Figure 1. Gate families picked out (run 1).
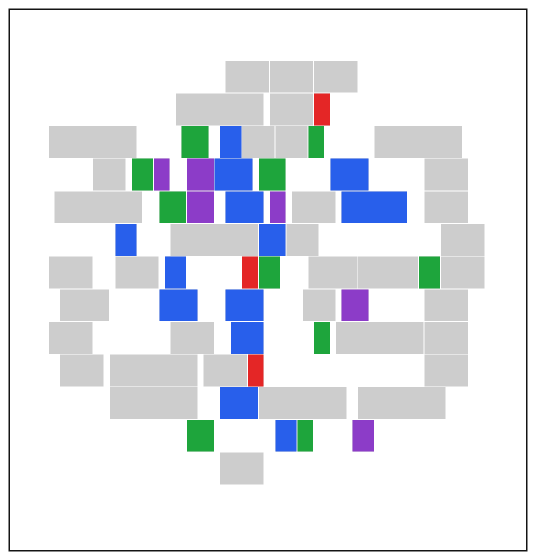
Figure 2. Drive-strength map (run 1).
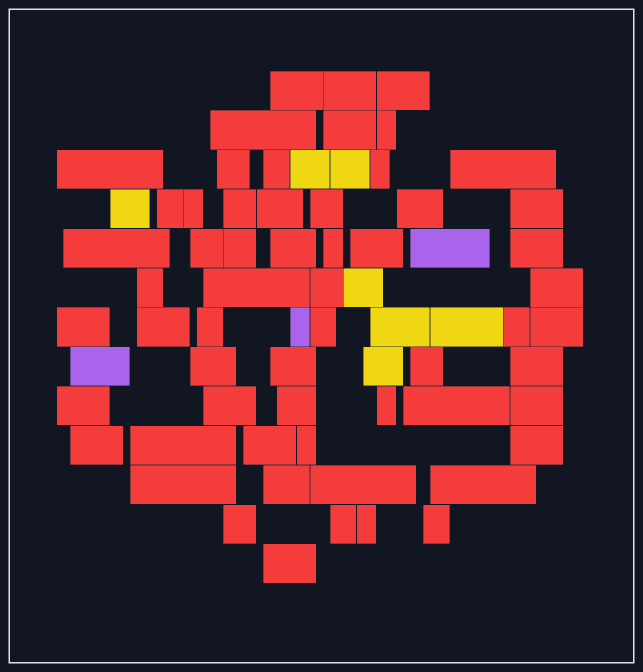
Figure 3. Routed metal, one colour a layer (run 1).
Only two layers are drawn.
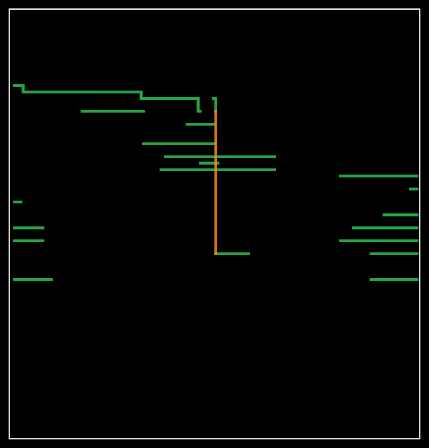
--- src/rtl/flag_shadow_ctrl.sv ---
// C/Z/I flag owner with interrupt-entry save and RETI restore; optional nesting via FLAG_SHADOW_NEST_EN.
// Latency: INT_TAKE one cycle after the qualifying boundary; RETI restore selects shadow same cycle, flags valid next.
// Backpressure: requests at full shadow depth are held off (re-evaluated each boundary), never dropped.
module flag_shadow_ctrl #(
    parameter int SHAD_DEPTH = 4
) (
    input  logic CLK,
    input  logic RST,
    input  logic C_IN,
    input  logic Z_IN,
    input  logic FLG_C_LD,
    input  logic FLG_Z_LD,
    input  logic FLG_C_SET,
    input  logic FLG_C_CLR,
    input  logic I_SET,
    input  logic I_CLR,
    input  logic INSTR_BOUND,
    input  logic INT_REQ,
    input  logic RETI,
    output logic C_FLAG,
    output logic Z_FLAG,
    output logic I_FLAG,
    output logic INT_TAKE,
    output logic FLG_LD_SEL,
    output logic ERR
);

`ifdef FLAG_SHADOW_NEST_EN
    localparam int CAP = SHAD_DEPTH;
    localparam int AW  = $clog2(SHAD_DEPTH);
`else
    // Single shadow register; SHAD_DEPTH has no effect in this build.
    localparam int CAP = (SHAD_DEPTH > 0) ? 1 : 1;
`endif
    localparam int DW = $clog2(CAP + 1);

    typedef enum logic [1:0] {IDLE, ENTER, ISR} state_t;

    state_t        state;
    logic [DW-1:0] depth;
    logic          c_q, z_q, i_q;
    logic          int_take_q, err_q;
    logic          c_nxt, z_nxt;
    logic [1:0]    pop_val;
    logic          have_shadow, take, restore;

    assign have_shadow = (depth != '0);
    assign restore     = RETI & have_shadow;
    assign take        = INT_REQ & i_q & INSTR_BOUND & ~RETI
                         & (depth < DW'(CAP)) & (state != ENTER);

    // Next flag values; also what gets saved on a take so the boundary instruction's result survives.
    always_comb begin
        c_nxt = c_q;
        z_nxt = z_q;
        if (restore) begin
            {c_nxt, z_nxt} = pop_val;
        end else if (state != ENTER && !RETI) begin
            if (FLG_C_CLR)      c_nxt = 1'b0;
            else if (FLG_C_SET) c_nxt = 1'b1;
            else if (FLG_C_LD)  c_nxt = C_IN;
            if (FLG_Z_LD)       z_nxt = Z_IN;
        end
    end

`ifdef FLAG_SHADOW_NEST_EN
    logic [1:0] shadow [SHAD_DEPTH];

    assign pop_val = shadow[AW'(depth - DW'(1))];

    always_ff @(posedge CLK) begin
        if (RST) begin
            for (int k = 0; k < SHAD_DEPTH; k++) shadow[k] <= 2'b00;
        end else if (take) begin
            shadow[AW'(depth)] <= {c_nxt, z_nxt};
        end
    end
`else
    logic [1:0] shadow_q;

    assign pop_val = shadow_q;

    always_ff @(posedge CLK) begin
        if (RST)       shadow_q <= 2'b00;
        else if (take) shadow_q <= {c_nxt, z_nxt};
    end
`endif

    always_ff @(posedge CLK) begin
        if (RST) begin
            state      <= IDLE;
            depth      <= '0;
            c_q        <= 1'b0;
            z_q        <= 1'b0;
            i_q        <= 1'b0;
            int_take_q <= 1'b0;
            err_q      <= 1'b0;
        end else begin
            c_q        <= c_nxt;
            z_q        <= z_nxt;
            int_take_q <= take;
            err_q      <= RETI & ~have_shadow;
            if (take) begin
                i_q   <= 1'b0;
                depth <= depth + DW'(1);
                state <= ENTER;
            end else if (restore) begin
                i_q   <= 1'b1;
                depth <= depth - DW'(1);
                state <= (depth == DW'(1)) ? IDLE : ISR;
            end else begin
                if (state == ENTER) state <= ISR;
                if (!RETI) begin
                    if (I_CLR)                        i_q <= 1'b0;
                    else if (I_SET && state != ENTER) i_q <= 1'b1;
                end
            end
        end
    end

    assign C_FLAG     = c_q;
    assign Z_FLAG     = z_q;
    assign I_FLAG     = i_q;
    assign INT_TAKE   = int_take_q;
    assign ERR        = err_q;
    assign FLG_LD_SEL = restore;

endmodule

--- config.mk ---
export PLATFORM = sky130hd
export DESIGN_NAME = flag_shadow_ctrl
export DESIGN_NICKNAME = d
export VERILOG_FILES = /design/src/rtl/flag_shadow_ctrl.sv
export SDC_FILE = /design/constraint.sdc
export NUM_CORES = 1
export LEC_CHECK = 0
export CAP_MARGIN = 20
export CORE_AREA = 3 3 40 42
export CTS_CLUSTER_SIZE = 20
export DETAILED_ROUTE_END_ITERATION = 8
export DIE_AREA = 0 0 43 45
export PLACE_DENSITY = 0.66
export SYNTH_ARGS = -nofsm -noshare
export SYNTH_HDL_FRONTEND = slang
export SYNTH_SLANG_ARGS = --single-unit
--- constraint.sdc ---
create_clock -name CLK -period 3.7 [get_ports CLK]
set_clock_uncertainty 0.1 [all_clocks]
set_input_delay 1.11 -clock CLK [delete_from_list [all_inputs] [get_ports CLK]]
set_output_delay 1.11 -clock CLK [all_outputs]
set_load 0.02 [all_outputs]
==> out/summary.txt, run 1 <==
Setup crit start kind: input pin
power in the clock group: 0.0759 mW
floorplan utilization: 0.351
tapcell count: 15
pin count of the biggest net entering global routing: 12
Hold Fails Final Rpt: 0
row cnt: 13
Top power group: registers
Max stage delay on crit path: 0.61 ns
WL met1: 507 um
Comb. pwr: 0.0370 mW
Yosys chip area: 450 um2
Seq power: 0.113 mW
Inverters, non-clock: 3
CTS H-Tree Depth: 1
post-synthesis compound-gate area fraction: 0.225
Max Freq: 0.278 GHz
area of the mapped netlist: 450 um2
Routed WL per cell: 13.5 um
CP Class: input pin to output port
Final Cell Area: 678 um2
Final Hold Slack: 0.396 ns
post-route ant nets: 0
slew margin rel.: 0.724
Clock buf/inv share: 0.0332
GRT Resource Usage Total: 0.127
run status: finished, final reports clean
drt total wl: 1140 um
setup TNS: 0 ns
non-filler instance count after layout: 84
share of cells above drive strength 1: 0.145
via/cell ratio: 5.48
Largest logic family: simple AND/OR/NAND/NOR gates
Stages on worst setup path: 4
worst reg2reg path endpoint: state[1]
synth unique cells: 26
max-slew violation count: 0
flop share of the area: 0.295
placed insts: 81
register area: 200 um2
GR Layer Usage met2: 0.189
final setup fails: 0
clk sinks: 10
Min-Delay Path Depth: 2
total of max-cap violations: 0
-- Figure 1 (at the start) --
| family | colour | cells |
|---|---|---|
| NAND gates | green | 10 |
| inverting AOI/OAI gates | blue | 13 |
| NOR gates | purple | 6 |
| inverters | red | 3 |

-- Figure 2 (at the start) --
| size | colour | cells |
|---|---|---|
| drive 1 or less | red | 59 |
| drive 2 | purple | 3 |
| drive 3 to 4 | yellow | 7 |

-- Figure 3 (at the start) --
| layer | colour | wire length |
|---|---|---|
| met4 | orange | 15.0 um |
| met3 | green | 117 um |

Figure 4. Cell area per tile (run 1).
The die is cut into 9 by 9 equal tiles; dark blue is low, red is high, 0 to 100% covered.
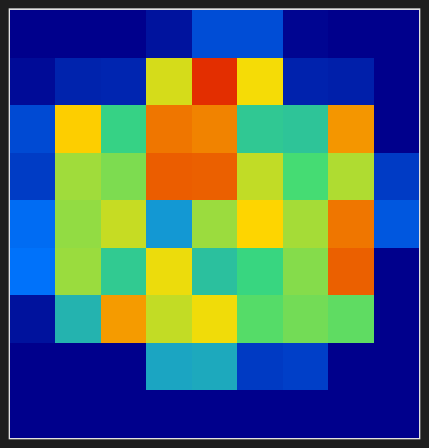

==> run 2, diff against run 1 <==
Settings changed: ABC_AREA from default to 1, CAP_MARGIN 20 to default, PLACE_DENSITY 0.66 to 0.68.
Figure 5. Cell area per tile (run 2).
The die is cut into 9 by 9 equal tiles; dark blue is low, red is high, 0 to 100% covered.
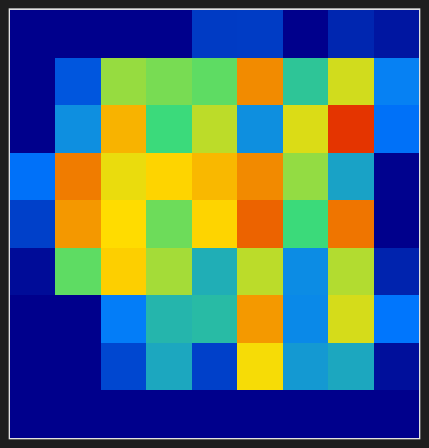
nearly empty tiles: 27%
tiles over 75% full: 16%
emptiest ninth of the die: lower left
mean over tiles: 36%
densest ninth of the die: centre

==> run 2 against run 1 <==
Total power down 0.26%. Synthesized cell count up 33%. Global-route usage fell by 1.6 points. Non-clock buffer count fell by 1. Register-to-register slack gained 0.24 ns. Final cell count increased by 20%. Utilization grew 2.1 points. Maximum frequency grew 0.29%. Critical endpoint unchanged. Highest routed layer unchanged.
==> out/summary.txt, run 2 <==
run status: finished, final reports clean
CP Class: input pin to output port
Yosys chip area: 477 um2
setup TNS: 0 ns
via/cell ratio: 4.64
synth unique cells: 17
Setup crit start kind: input pin
Seq power: 0.113 mW
register area: 200 um2
CTS H-Tree Depth: 1
GRT Resource Usage Total: 0.111
final setup fails: 0
Inverters, non-clock: 9
Hold Fails Final Rpt: 0
post-route ant nets: 0
Final Cell Area: 706 um2
Comb. pwr: 0.0410 mW
slew margin rel.: 0.731
max-slew violation count: 0
flop share of the area: 0.284
Max Freq: 0.279 GHz
Figure 6. Gate families picked out (run 2).
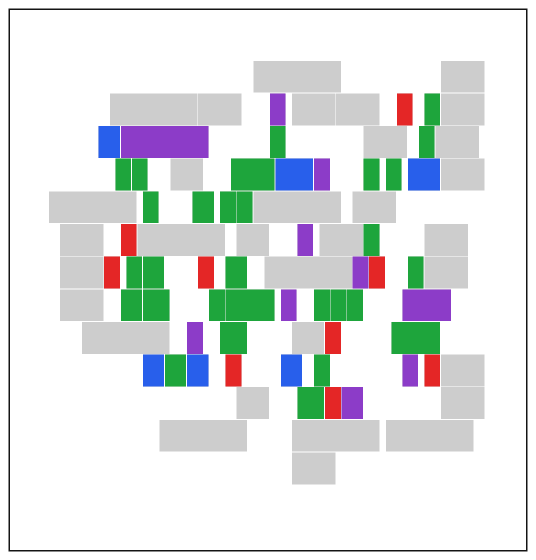
non-filler instance count after layout: 101
Comb/total area: 0.344

Figure 7. Routed metal, one colour a layer (run 2).
Only two layers are drawn.
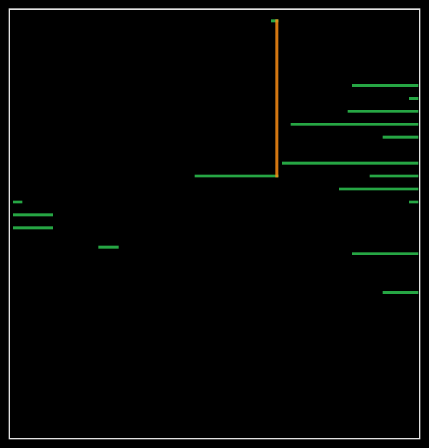

==> run 3, diff against run 2 <==
Settings changed: PLACE_DENSITY 0.68 to 0.8, SETUP_SLACK_MARGIN from default to 0.1.
Figure 8. Routed metal, one colour a layer (run 3).
Only two layers are drawn.
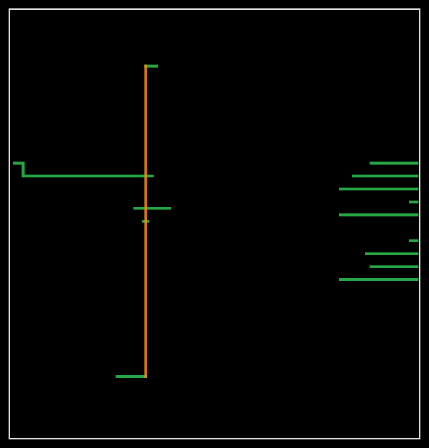
| layer | colour | wire length |
|---|---|---|
| met3 | green | 71.0 um |
| met4 | orange | 32.6 um |

Figure 9. Drive-strength map (run 3).
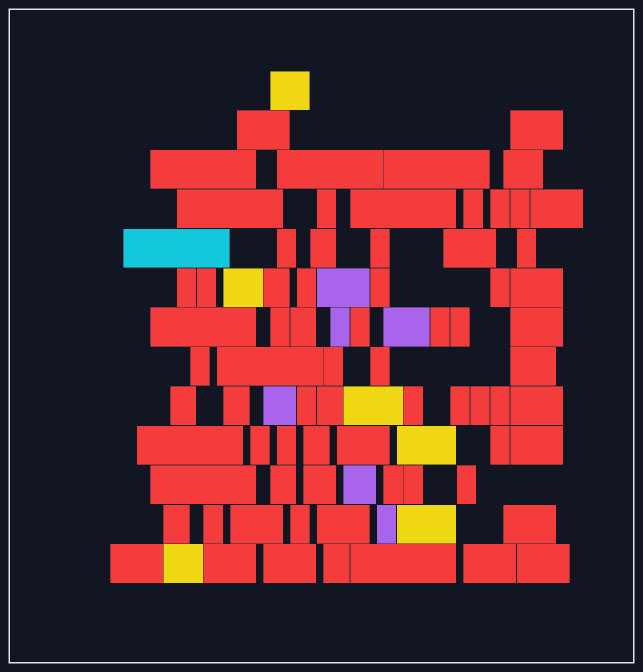
| size | colour | cells |
|---|---|---|
| drive 2 | purple | 6 |
| drive 3 to 4 | yellow | 6 |
| drive 1 or less | red | 72 |
| drive 6 and up | cyan | 1 |

==> run 3 against run 2 <==
Final area is 1.2% lower. Maximum frequency grew 7.1%. Critical endpoint unchanged. Register-to-register slack is essentially flat. Sequential share of layout area grew 0.36 points. Largest cell class unchanged. Final cell count shrank 0.99%. Area after synthesis did not move. Combinational power hardly changed. Setup slack improved by 0.24 ns. Die size unchanged. Critical path depth stayed put. First-iteration DRC count grew 67%. Synthesized cell count unchanged.
==> out/summary.txt, run 3 <==
Routed WL per cell: 9.96 um
register area: 200 um2
setup TNS: 0 ns
Largest logic family: simple AND/OR/NAND/NOR gates
Hold Fails Final Rpt: 0
clk sinks: 10
Seq power: 0.113 mW
Comb. pwr: 0.0409 mW
max-slew violation count: 0
placed insts: 97
Max Freq: 0.299 GHz
post-synthesis compound-gate area fraction: 0.0761
floorplan utilization: 0.371
final setup fails: 0
total of max-cap violations: 0
area of the mapped netlist: 477 um2
non-filler instance count after layout: 100
Clock buf/inv share: 0.0323
share of cells above drive strength 1: 0.153
Final Cell Area: 697 um2
row cnt: 13
run status: finished, final reports clean
GR Layer Usage met2: 0.192
Min-Delay Path Depth: 2
flop share of the area: 0.287
Comb/total area: 0.348
Inverters, non-clock: 9
worst reg2reg path endpoint: pop_val[1]

## Gallery

Routing congestion.
picture 1
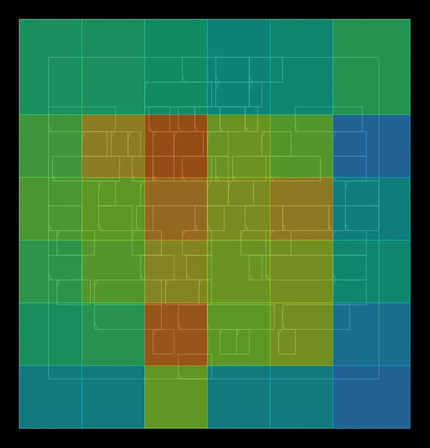
picture 2
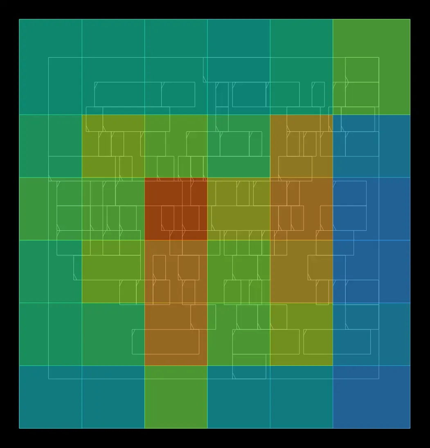
picture 3
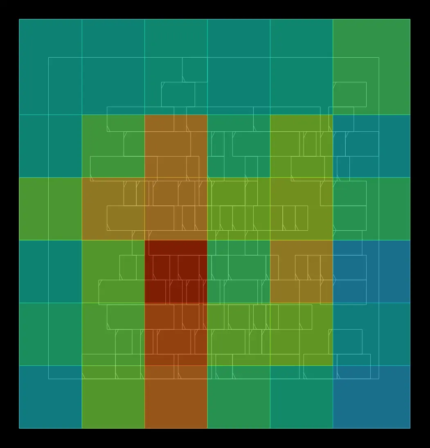
| picture | from |
|---|---|
| picture 2 | run 2 |
| picture 1 | run 1 |
| picture 3 | run 3 |
The one with the most wire per cell is picture 1.

Power is estimated from default activity; no workload was simulated.
